[config.mk]
export PLATFORM = sky130hd
export DESIGN_NAME = ifid_hazard_ctrl_flat
export DESIGN_NICKNAME = d
export VERILOG_FILES = /design/src/rtl/ifid_hazard_ctrl_if.sv /design/src/rtl/ifid_hazard_ctrl.sv /design/src/flat_wrapper.sv
export SDC_FILE = /design/constraint.sdc
export NUM_CORES = 1
export LEC_CHECK = 0
export CAP_MARGIN = 0
export CORE_UTILIZATION = 49
export CTS_BUF_LIST = sky130_fd_sc_hd__clkbuf_16
export CTS_CLUSTER_DIAMETER = 80
export DETAILED_ROUTE_END_ITERATION = 8
export GPL_ROUTABILITY_DRIVEN = 0
export HOLD_SLACK_MARGIN = 0.05
export PLACE_DENSITY = 0.84
export SETUP_SLACK_MARGIN = 0.05
export SLEW_MARGIN = 10
export SYNTH_ARGS = -nofsm -noshare
export SYNTH_HDL_FRONTEND = slang
export SYNTH_SLANG_ARGS = --single-unit
[constraint.sdc]
create_clock -name clk -period 5.95 [get_ports clk]
set_clock_uncertainty 0.2 [all_clocks]
set_input_delay 0.8925 -clock clk [delete_from_list [all_inputs] [get_ports clk]]
set_output_delay 0.8925 -clock clk [all_outputs]
set_load 0.1 [all_outputs]
[src/rtl/ifid_hazard_ctrl_if.sv]
// Control bundle between the pipeline datapath and the hazard controller.
// master: controller side (reads hazard inputs, drives enables); slave: datapath side.
interface ifid_hazard_ctrl_if #(
  parameter int REG_W = 4,
  parameter int CNT_W = 16
);
  logic [REG_W-1:0] ifid_rs;
  logic [REG_W-1:0] ifid_rt;
  logic             ifid_uses_rs;
  logic             ifid_uses_rt;
  logic             ifid_halt;
  logic             idex_memread;
  logic [REG_W-1:0] idex_rd;
  logic             branch_taken;
  logic             imem_stall;
  logic             dmem_stall;
  logic             pc_wen;
  logic             ifid_wen;
  logic             ifid_flush;
  logic             idex_bubble;
  logic             idex_wen;
  logic             exmem_wen;
  logic             memwb_wen;
  logic             halted;
  logic [CNT_W-1:0] stall_cnt;

  modport master (
    input  ifid_rs, ifid_rt, ifid_uses_rs, ifid_uses_rt,
    input  ifid_halt, idex_memread, idex_rd,
    input  branch_taken, imem_stall, dmem_stall,
    output pc_wen, ifid_wen, ifid_flush, idex_bubble,
    output idex_wen, exmem_wen, memwb_wen,
    output halted, stall_cnt
  );

  modport slave (
    output ifid_rs, ifid_rt, ifid_uses_rs, ifid_uses_rt,
    output ifid_halt, idex_memread, idex_rd,
    output branch_taken, imem_stall, dmem_stall,
    input  pc_wen, ifid_wen, ifid_flush, idex_bubble,
    input  idex_wen, exmem_wen, memwb_wen,
    input  halted, stall_cnt
  );
endinterface

[src/rtl/ifid_hazard_ctrl.sv]
// Pipeline sequencing controller: PC/IF-ID/ID-EX/EX-MEM/MEM-WB enables,
// flush and bubble for load-use, imem/dmem stalls, branches and halt drain.
// Ports: clk, rst (sync, active-low), bus (ifid_hazard_ctrl_if.master).
module ifid_hazard_ctrl #(
  parameter int REG_W        = 4,
  parameter int DRAIN_CYCLES = 3,
  parameter int CNT_W        = 16
) (
  input  logic                  clk,
  input  logic                  rst,
  ifid_hazard_ctrl_if.master    bus
);

  localparam int DW = $clog2(DRAIN_CYCLES + 1);
  localparam logic [DW-1:0] DRAIN_LD = DW'(DRAIN_CYCLES);

  typedef enum logic [1:0] {
    S_RUN,
    S_MEM_WAIT,
    S_DRAIN,
    S_HALTED
  } state_t;

  state_t           r_state, r_ret;
  state_t           w_eff, w_nxt_state, w_nxt_ret;
  logic [DW-1:0]    r_drain, w_nxt_drain;
  logic [CNT_W-1:0] r_cnt;

  logic [REG_W-1:0] w_rs, w_rt, w_rd;
  logic w_luh, w_cnt_inc;
  logic w_pc, w_ifw, w_fl, w_bub, w_dw, w_halted;

  assign w_rs = bus.ifid_rs;
  assign w_rt = bus.ifid_rt;
  assign w_rd = bus.idex_rd;

  assign w_luh = bus.idex_memread && (w_rd != '0) &&
    ((bus.ifid_uses_rs && (w_rs == w_rd)) ||
     (bus.ifid_uses_rt && (w_rt == w_rd)));

  // Leaving MEM_WAIT takes effect in the same cycle: the
  // release cycle is judged by the return state's rules.
  assign w_eff = (r_state == S_MEM_WAIT && !bus.dmem_stall) ?
                 r_ret : r_state;

  always_comb begin
    w_pc        = 1'b0;
    w_ifw       = 1'b0;
    w_fl        = 1'b0;
    w_bub       = 1'b0;
    w_dw        = 1'b0;
    w_halted    = 1'b0;
    w_nxt_state = w_eff;
    w_nxt_ret   = r_ret;
    w_nxt_drain = r_drain;
    unique case (w_eff)
      S_RUN: begin
        if (bus.dmem_stall) begin
          w_nxt_state = S_MEM_WAIT;
          w_nxt_ret   = S_RUN;
        end else if (bus.imem_stall || w_luh) begin
          w_bub = 1'b1;
          w_dw  = 1'b1;
        end else if (bus.branch_taken) begin
          w_pc  = 1'b1;
          w_ifw = 1'b1;
          w_fl  = 1'b1;
          w_dw  = 1'b1;
        end else if (bus.ifid_halt) begin
          w_ifw       = 1'b1;
          w_fl        = 1'b1;
          w_dw        = 1'b1;
          w_nxt_drain = DRAIN_LD;
          w_nxt_state = S_DRAIN;
        end else begin
          w_pc  = 1'b1;
          w_ifw = 1'b1;
          w_dw  = 1'b1;
        end
      end
      S_MEM_WAIT: begin
      end
      S_DRAIN: begin
        if (bus.dmem_stall) begin
          w_nxt_state = S_MEM_WAIT;
          w_nxt_ret   = S_DRAIN;
        end else begin
          w_ifw       = 1'b1;
          w_fl        = 1'b1;
          w_dw        = 1'b1;
          w_nxt_drain = r_drain - DW'(1);
          if (r_drain <= DW'(1))
            w_nxt_state = S_HALTED;
        end
      end
      S_HALTED: begin
        w_halted = 1'b1;
      end
      default: begin
      end
    endcase
  end

  // Only front-end stalls count: DRAIN/HALTED hold the PC by design.
  assign w_cnt_inc = !w_pc &&
    (r_state == S_RUN || r_state == S_MEM_WAIT);

  always_ff @(posedge clk) begin
    if (!rst) begin
      r_state <= S_RUN;
      r_ret   <= S_RUN;
      r_drain <= '0;
      r_cnt   <= '0;
    end else begin
      r_state <= w_nxt_state;
      r_ret   <= w_nxt_ret;
      r_drain <= w_nxt_drain;
      if (w_cnt_inc && (r_cnt != '1))
        r_cnt <= r_cnt + CNT_W'(1);
    end
  end

  assign bus.pc_wen      = rst & w_pc;
  assign bus.ifid_wen    = rst & w_ifw;
  assign bus.ifid_flush  = rst & w_fl;
  assign bus.idex_bubble = rst & w_bub;
  assign bus.idex_wen    = rst & w_dw;
  assign bus.exmem_wen   = rst & w_dw;
  assign bus.memwb_wen   = rst & w_dw;
  assign bus.halted      = rst & w_halted;
  assign bus.stall_cnt   = rst ? r_cnt : '0;

endmodule

[src/flat_wrapper.sv]
// flat-port wrapper written by rule: the top's interface ports become plain ports
module ifid_hazard_ctrl_flat 
#(
  parameter int REG_W        = 4,
  parameter int DRAIN_CYCLES = 3,
  parameter int CNT_W        = 16
)
  (clk, rst, bus_ifid_rs, bus_ifid_rt, bus_ifid_uses_rs, bus_ifid_uses_rt, bus_ifid_halt, bus_idex_memread, bus_idex_rd, bus_branch_taken, bus_imem_stall, bus_dmem_stall, bus_pc_wen, bus_ifid_wen, bus_ifid_flush, bus_idex_bubble, bus_idex_wen, bus_exmem_wen, bus_memwb_wen, bus_halted, bus_stall_cnt);
  ifid_hazard_ctrl_if #(.REG_W(REG_W), .CNT_W(CNT_W)) bus_i ();
  input  logic clk;
  input  logic rst;
  input wire logic [$bits(bus_i.ifid_rs)-1:0] bus_ifid_rs;
  input wire logic [$bits(bus_i.ifid_rt)-1:0] bus_ifid_rt;
  input wire logic [$bits(bus_i.ifid_uses_rs)-1:0] bus_ifid_uses_rs;
  input wire logic [$bits(bus_i.ifid_uses_rt)-1:0] bus_ifid_uses_rt;
  input wire logic [$bits(bus_i.ifid_halt)-1:0] bus_ifid_halt;
  input wire logic [$bits(bus_i.idex_memread)-1:0] bus_idex_memread;
  input wire logic [$bits(bus_i.idex_rd)-1:0] bus_idex_rd;
  input wire logic [$bits(bus_i.branch_taken)-1:0] bus_branch_taken;
  input wire logic [$bits(bus_i.imem_stall)-1:0] bus_imem_stall;
  input wire logic [$bits(bus_i.dmem_stall)-1:0] bus_dmem_stall;
  output wire logic [$bits(bus_i.pc_wen)-1:0] bus_pc_wen;
  output wire logic [$bits(bus_i.ifid_wen)-1:0] bus_ifid_wen;
  output wire logic [$bits(bus_i.ifid_flush)-1:0] bus_ifid_flush;
  output wire logic [$bits(bus_i.idex_bubble)-1:0] bus_idex_bubble;
  output wire logic [$bits(bus_i.idex_wen)-1:0] bus_idex_wen;
  output wire logic [$bits(bus_i.exmem_wen)-1:0] bus_exmem_wen;
  output wire logic [$bits(bus_i.memwb_wen)-1:0] bus_memwb_wen;
  output wire logic [$bits(bus_i.halted)-1:0] bus_halted;
  output wire logic [$bits(bus_i.stall_cnt)-1:0] bus_stall_cnt;
  assign bus_i.ifid_rs = bus_ifid_rs;
  assign bus_i.ifid_rt = bus_ifid_rt;
  assign bus_i.ifid_uses_rs = bus_ifid_uses_rs;
  assign bus_i.ifid_uses_rt = bus_ifid_uses_rt;
  assign bus_i.ifid_halt = bus_ifid_halt;
  assign bus_i.idex_memread = bus_idex_memread;
  assign bus_i.idex_rd = bus_idex_rd;
  assign bus_i.branch_taken = bus_branch_taken;
  assign bus_i.imem_stall = bus_imem_stall;
  assign bus_i.dmem_stall = bus_dmem_stall;
  assign bus_pc_wen = bus_i.pc_wen;
  assign bus_ifid_wen = bus_i.ifid_wen;
  assign bus_ifid_flush = bus_i.ifid_flush;
  assign bus_idex_bubble = bus_i.idex_bubble;
  assign bus_idex_wen = bus_i.idex_wen;
  assign bus_exmem_wen = bus_i.exmem_wen;
  assign bus_memwb_wen = bus_i.memwb_wen;
  assign bus_halted = bus_i.halted;
  assign bus_stall_cnt = bus_i.stall_cnt;
  ifid_hazard_ctrl #(.REG_W(REG_W), .DRAIN_CYCLES(DRAIN_CYCLES), .CNT_W(CNT_W)) u_core (.clk(clk), .rst(rst), .bus(bus_i));
endmodule
==> run_1/m1.png <==
Drawn at 4 px/um. Supply wires on this layer in grey.
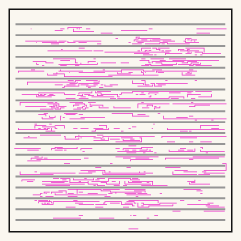
share of all routed wire: 42%
wire length on this layer: 1420 um

==> run_1/clock_nets.png <==
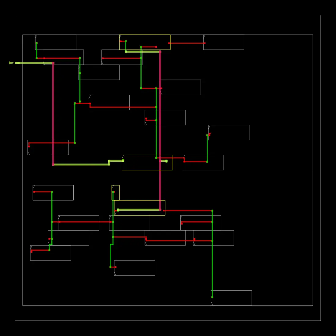
Clk power: 0.142 mW
registers: 21

==> run_1/clock_wires.png <==
Drawn at 6 px/um.
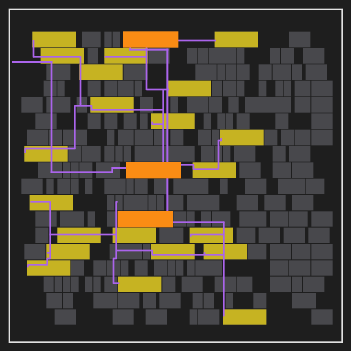
[yellow] flip-flops | count: 21
[orange] clock-net drivers | count: 3
[purple] clock wires | length: 287 um
routed clock nets: 4

==> run_1/m3.png <==
Drawn at 8 px/um.
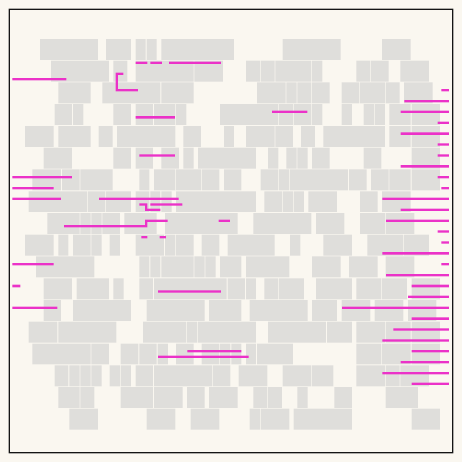
wire length on this layer: 250 um
longest straight run: 13.1 um
main direction: horizontal
share of all routed wire: 7.4%

==> impl_metrics.env, run 1 <==
# implementation run metrics
export IMPL_status="complete, no violations"
export IMPL_pwr_share_comb=0.229
export IMPL_synthesis_nets=191
export IMPL_critical_path_most_common_cell="clkdlybuf4s50_1"
export IMPL_fp_util=0.541
export IMPL_cp_end_kind="output pin"
export IMPL_edf_count=0
export IMPL_grt_pass1_vias=1285
export IMPL_post_place_ws_ns=1.29
export IMPL_clkLatencyLatePin_ns=0.25
export IMPL_power_share_clock=0.376
export IMPL_antenna_found_initial=0
export IMPL_drt_pass1_iter_count=4
export IMPL_die_area_mm2=0.00305
export IMPL_drt_wl_total_mm=3.40
export IMPL_rr_endpoint="u_core.r_cnt[7]"
export IMPL_ys_flop_type="dfxtp_1"
export IMPL_synth_top_cell_by_count="nor2_1"
export IMPL_syn_inst=168
export IMPL_layout_nets=234
export IMPL_clock_sinks=21
export IMPL_syn2layout_area_growth_pct=37.7
export IMPL_worstSetupPathDepth=7
export IMPL_final_util=0.745
export IMPL_drcViolationCount=0
export IMPL_ys_area_mm2=0.00139
export IMPL_slowest_delay_ns=1.12
export IMPL_cts_tree="done"
export IMPL_cp_num_buf_inv=2
[run 1: layout make-up]
| type | count | share of cell area |
|---|---|---|
| sequential | 21 | 0.220 |
| tap | 30 | 0.0196 |
| multi-input combinational | 134 | 0.477 |
| clock buffer | 3 | 0.0393 |
| timing repair buffer | 45 | 0.230 |
| inverter | 6 | 0.0118 |
| clock inverter | 1 | 0.00196 |
[run 1: cells by family after synthesis]
logic type | share of synthesized area
multiplexers | 0.110
XOR/XNOR | 0.0568
AND/OR/NAND/NOR | 0.366
flip-flops | 0.303
buffers and inverters | 0.0405
adder cells (fa/ha/maj) | 0.0180
AND-OR/OR-AND | 0.106
[run 1: power groups by stage]
stage	logic (mW)	registers (mW)	clock network, mW
4_1_cts	0.0864	0.149	0.143
3_5_place_dp	0.0859	0.152	0
5_1_grt	0.0913	0.149	0.149
2_1_floorplan	0.0582	0.150	0
6_report	0.0863	0.149	0.142
3_3_place_gp	0.0837	0.151	0
[run 1: worst min path at each step]
stage | end | cells after the start | slack (ns)
after floorplan | u_core.r_drain[0] | 2 | 0.25
after global placement | u_core.r_drain[0] | 2 | 0.26
after detailed placement | u_core.r_drain[0] | 2 | 0.29
after CTS | u_core.r_drain[0] | 2 | 0.29
after global routing | u_core.r_drain[0] | 2 | 0.32
final | u_core.r_ret[1] | 2 | 0.30
[run 1: per-stage QoR]
stage	power, mW	hold WS (ns)	cell area (um2)	std cells
final	0.377	0.295	1910	240
after global routing	0.390	0.319	1910	240
after CTS	0.378	0.295	1910	240
after detailed placement	0.238	0.287	1830	236
after global placement	0.235	0.258	1830	236
after floorplan	0.209	0.249	1390	168
[run 1: layout by cell type (no fill, tap or decap), drive strengths merged, types with 2 or more instances in the layout]
cell type and count:
a21oi 6, and2 15, and3 7, buf 4, clkbuf 3, clkdlybuf4s50 41
dfxtp 21, ha 2, inv 7, mux2 12, nand2 16, nand2b 4
nand3 7, nand4 6, nor2 24, nor2b 2, nor4 3, o21ai 5
or3 2, xnor2 3, xor2 6
[run 1: metal layers]
| metal | global-route usage | share of wire | routed length (um) |
|---|---|---|---|
| met2 | 0.398 | 0.48 | 1640 |
| met3 | 0.0515 | 0.073 | 249 |
| met1 | 0.245 | 0.42 | 1420 |
| met4 | 0.118 | 0.027 | 90 |
| met5 | 0 | 0 | 0 |
[run 1: flip-flops by register name, summed over array words and instances (netlist names)]
register        count
u_core.r_cnt       16
u_core.r_ret        1
u_core.r_state      2
u_core.r_drain      2
[run 1: worst reg2reg max path, delay by kind of cell, from the launching register on]
kind            cells  cell delay (ns)
compound gates      1             0.30
flops               1             0.50
mux                 1             0.33
simple gates        3             0.76
## Run 2: what changed since run 1
- CORE_UTILIZATION: 49 -> 46
- PLACE_DENSITY: 0.84 -> 0.8
- clock period: 5.95 -> 4.74 ns (I/O delays scaled with it)
==> run_2/util_map.png <==
Drawn at 6 px/um. 11 x 11 tiles, from white (low) to dark blue (high), 0 to 100% covered.
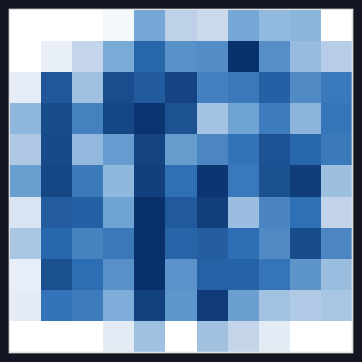
nearly empty tiles: 9.1%
densest ninth of the die: centre
tiles over 75% full: 31%
emptiest ninth of the die: upper left
mean over tiles: 56%
fullest tile: 100%

==> run 2 against run 1 <==
  * The flow now finishes with violations (design-rule violations)
  * Critical path depth up 1
  * Final cell count up 0.42%
  * Sequential power up 26%
  * Hold slack worse by 0.0070 ns
  * Via count down 0.82%
  * Synthesized cell count unchanged
  * Register-to-register slack worse by 1.2 ns
  * Non-clock buffer count unchanged
  * Global-route usage down 1.4 points
  * Sequential cell count unchanged
==> impl_metrics.env, run 2 <==
# implementation run metrics
export IMPL_fp_util=0.495
export IMPL_overflow=0
export IMPL_antenna_found_initial=0
export IMPL_edf_count=0
export IMPL_violations="design-rule violations"
export IMPL_drcViolationCount=12
export IMPL_status="finished, violations left"
export IMPL_die_area_mm2=0.00324
export IMPL_ant_nets=0
export IMPL_setup_viol=0
export IMPL_ys_seq_frac=0.303
export IMPL_pwr_share_comb=0.229
export IMPL_p_sw_mw=0.135
export IMPL_maxSlewViolCount=0
export IMPL_synth_distinct_cells=40
export IMPL_drt_wl_total_mm=3.27
export IMPL_ys_area_mm2=0.00139
export IMPL_layout_top_cell="buf_4"
export IMPL_lay_top_cells="25 x buf_4, 24 x nor2_1, 21 x dfxtp_1"
export IMPL_post_dp_cell_area_mm2=0.00178
export IMPL_numPlacedInstances=237
export IMPL_ys_flop_type="dfxtp_1"
export IMPL_power_density_mw_per_mm2=251
export IMPL_seq_power_share=0.400
export IMPL_drt_iter0_drc=68
export IMPL_cp_end_kind="output pin"
export IMPL_synth_top_cell_by_count="nor2_1"
export IMPL_cts_tree="done"
export IMPL_largest_reg_flops=16
export IMPL_fin_area_mm2=0.00186
export IMPL_clock_sinks=21
export IMPL_synthesis_nets=191
export IMPL_drt_pass1_iter_count=6
export IMPL_synthTopCellsByCount="24 x nor2_1, 21 x dfxtp_1, 15 x and2_1, 15 x nand2_1, 7 x and3_1"
export IMPL_instances_no_fill=241
export IMPL_grt_pass1_vias=1272
export IMPL_syn2layout_area_growth_pct=34.0
export IMPL_top_regs="u_core.r_cnt (16), u_core.r_drain (2), u_core.r_state (2)"
export IMPL_largest_register="u_core.r_cnt"
export IMPL_start_kind="primary input"
export IMPL_cp_max_fo=5
export IMPL_syn_inst=168
export IMPL_die_w_um=56.9
export IMPL_layout_nets=234
export IMPL_syn_area_mm2=0.00139
export IMPL_via_per_inst=5.54
==> run_2/clock_wires.png <==
Drawn at 6 px/um.
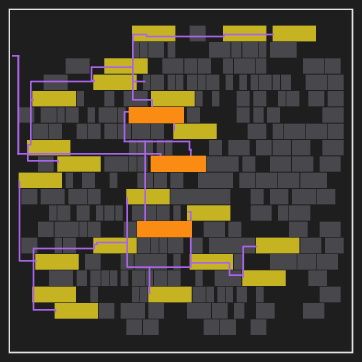
Clk power: 0.174 mW
Clk network pwr share: 0.372
Worst-Skew Late Latency: 0.25 ns

==> run 2: critical path: stages <==
cell and delay (ns):
clkdlybuf4s50_1 0.48, o41a_1 0.47, nand3_2 0.09, nor4_2 0.06
nor4_4 0.46, o2111ai_1 0.18, o21ai_0 0.12, buf_4 0.32
==> run 2: cell families after synthesis <==
logic type / share of synthesized area
fa+ha+maj: 0.0180
compound gates: 0.106
flops: 0.303
mux: 0.110
xor+xnor: 0.0568
buf+inv: 0.0405
simple gates: 0.366
==> run 2: power groups by stage <==
stage	registers (mW)	clock network, mW	logic, mW
2_1_floorplan	0.189	0	0.0731
5_1_grt	0.187	0.186	0.114
3_5_place_dp	0.190	0	0.107
6_report	0.187	0.174	0.107
3_3_place_gp	0.190	0	0.104
4_1_cts	0.187	0.179	0.107
==> run 2: final timing paths <==
| path | end | slack [ns] | cells after the start |
|---|---|---|---|
| min reg2reg | u_core.r_drain[0] | 0.29 | 2 |
| min | u_core.r_drain[0] | 0.29 | 2 |
| max | bus_ifid_flush | 0.93 | 8 |
| max reg2reg | u_core.r_cnt[7] | 2.50 | 8 |
==> run 2: area by class of cell <==
cell class	instances	area [um2]
repair buffers	45	388
fillers	246	945
clock buffers	3	75.1
inverters	6	22.5
multi-input cells	134	912
flip-flops and latches	21	420
clock inverters	1	3.75
well taps	31	38.8
==> run 2: metrics by stage <==
step	total power [mW]	hold slack [ns]	setup slack, ns
3_5_place_dp	0.297	0.280	0.943
4_1_cts	0.473	0.287	0.932
5_1_grt	0.487	0.292	0.818
2_1_floorplan	0.262	0.249	0.671
3_3_place_gp	0.294	0.264	1.01
6_report	0.467	0.288	0.929
==> run 2: metal layers <==
metal,routed length [um],GRT usage
met3,224,0.0431
met5,0,0
met1,1410,0.249
met4,31,0.0627
met2,1610,0.380
## Run 3: what changed since run 2
- clock period: 4.74 -> 3.7 ns (I/O delays scaled with it)
==> run_3/clock_wires.png <==
Drawn at 6 px/um.
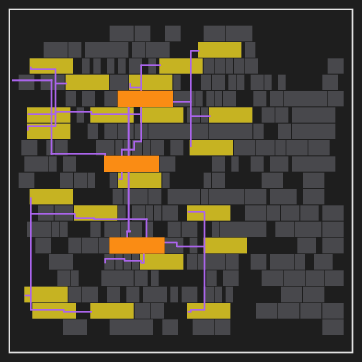
Clk power: 0.228 mW
Clk network pwr share: 0.374

==> run 3 against run 2 <==
  * The flow still finishes with violations (design-rule violations)
  * First-iteration DRC count fell by 4.4%
  * Wire length fell by 0.52%
  * Sequential share of layout area fell by 1.1 points
  * Critical path depth did not move
  * Core utilization rose by 3.5 points
  * Synthesized cell count did not move
  * Design area rose by 5.3%
  * Critical endpoint unchanged
==> impl_metrics.env, run 3 <==
# implementation run metrics
export IMPL_status="finished, violations left"
export IMPL_violations="design-rule violations"
export IMPL_clock_sinks=21
export IMPL_layout_nets=235
export IMPL_clkLatencyLatePin_ns=0.25
export IMPL_cp_max_fo=5
export IMPL_crit_chain="clkdlybuf4s50_1 -> o41a_1 -> nand3_2 -> nor4_2 -> nor4_4 -> o2111ai_1 -> o21ai_1 -> buf_12"
export IMPL_start_kind="primary input"
export IMPL_ant_nets=0
export IMPL_die_w_um=56.9
export IMPL_layout_top_cell="nor2_1"
export IMPL_maxSlewViolCount=0
export IMPL_lay_top_cells="23 x nor2_1, 21 x dfxtp_1, 20 x clkdlybuf4s50_1"
export IMPL_ys_flop_type="dfxtp_1"
export IMPL_antenna_found_initial=0
export IMPL_synthTopCellsByCount="24 x nor2_1, 21 x dfxtp_1, 15 x and2_1, 15 x nand2_1, 7 x and3_1"
export IMPL_synthesis_nets=191
export IMPL_synth_top_cell_by_count="nor2_1"
export IMPL_syn_inst=168
export IMPL_ys_seq_frac=0.303
export IMPL_via_per_inst=5.53
export IMPL_largest_reg_flops=16
export IMPL_cts_tree="done"
export IMPL_top_regs="u_core.r_cnt (16), u_core.r_drain (2), u_core.r_state (2)"
export IMPL_drcViolationCount=14
export IMPL_largest_register="u_core.r_cnt"
export IMPL_slowest_stage="clkdlybuf4s50_1"
export IMPL_overflow=0
export IMPL_setup_viol=0
==> run_3/m3.png <==
Drawn at 8 px/um.
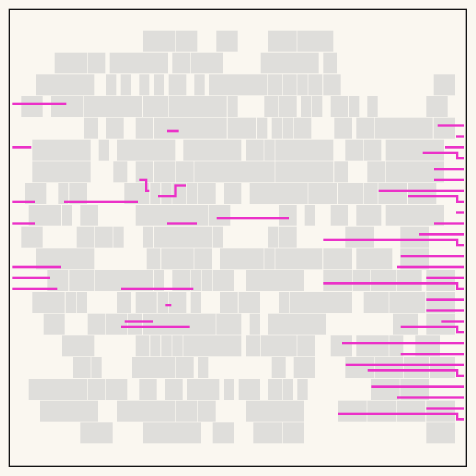
Total Wirelength: 3.25 mm
routed vias: 1339
GR Util met3: 0.0317

run 3: power by group:
part / switching [mW] / total (mW) / internal, mW
clock network: 0.0833 / 0.228 / 0.145
registers: 0.00613 / 0.239 / 0.233
logic: 0.0884 / 0.143 / 0.0546
total: 0.178 / 0.610 / 0.432
run 3: critical path: cells and delay by family:
family,cells,cell delay [ns]
compound gates,3,0.83
buf+inv,2,0.68
simple gates,3,0.61
run 3: metrics by stage:
stage          power (mW)  instance area (um2)  std cells   util  worst slack, ns
3_3_place_gp        0.384                 1880        238  0.670            0.320
5_1_grt             0.631                 1960        242  0.698           0.0858
2_1_floorplan       0.336                 1390        168      -            0.283
6_report            0.610                 1960        242  0.698            0.257
4_1_cts             0.612                 1960        242  0.698            0.243
3_5_place_dp        0.387                 1880        238  0.670            0.255
run 3: cell families (layout without fill, tap and decap cells):
family                     after synthesis  after routing  share of synthesized area
and+or+nand+nor                         92             92                      0.366
adders and majority gates                2              2                     0.0180
DFF                                     21             21                      0.303
muxes                                   13             13                      0.110
buffers and inverters                   13             56                     0.0405
xor gates and xnor gates                 9              9                     0.0568
AOI/OAI and AO/OA                       18             18                      0.106
run 3: final timing paths:
| check | to | slack (ns) | start | cells after the start |
|---|---|---|---|---|
| hold / removal | u_core.r_drain[0] | 0.29 | u_core.r_drain[0] | 2 |
| setup reg to reg | u_core.r_cnt[11] | 1.49 | u_core.r_state[0] | 7 |
| setup / recovery | bus_ifid_flush | 0.26 | bus_idex_rd[1] | 8 |
| hold reg to reg | u_core.r_drain[0] | 0.29 | u_core.r_drain[0] | 2 |
run 3: area by class of cell:
type,count,area [um2]
Clock inverter,1,5.00
Clock buffer,3,75.1
Sequential cell,21,420
Multi-Input combinational cell,134,915
Timing Repair Buffer,46,483
Fill cell,222,846
Tap cell,31,38.8
Inverter,6,22.5
run 3: layer usage:
metal,up-vias,global-route usage,wire [um]
li1,667,-,-
met1,617,0.231,1310
met2,50,0.413,1620
met3,5,0.0317,288
met4,0,0.0697,34
met5,-,0,0
Power is estimated from default activity; no workload was simulated.
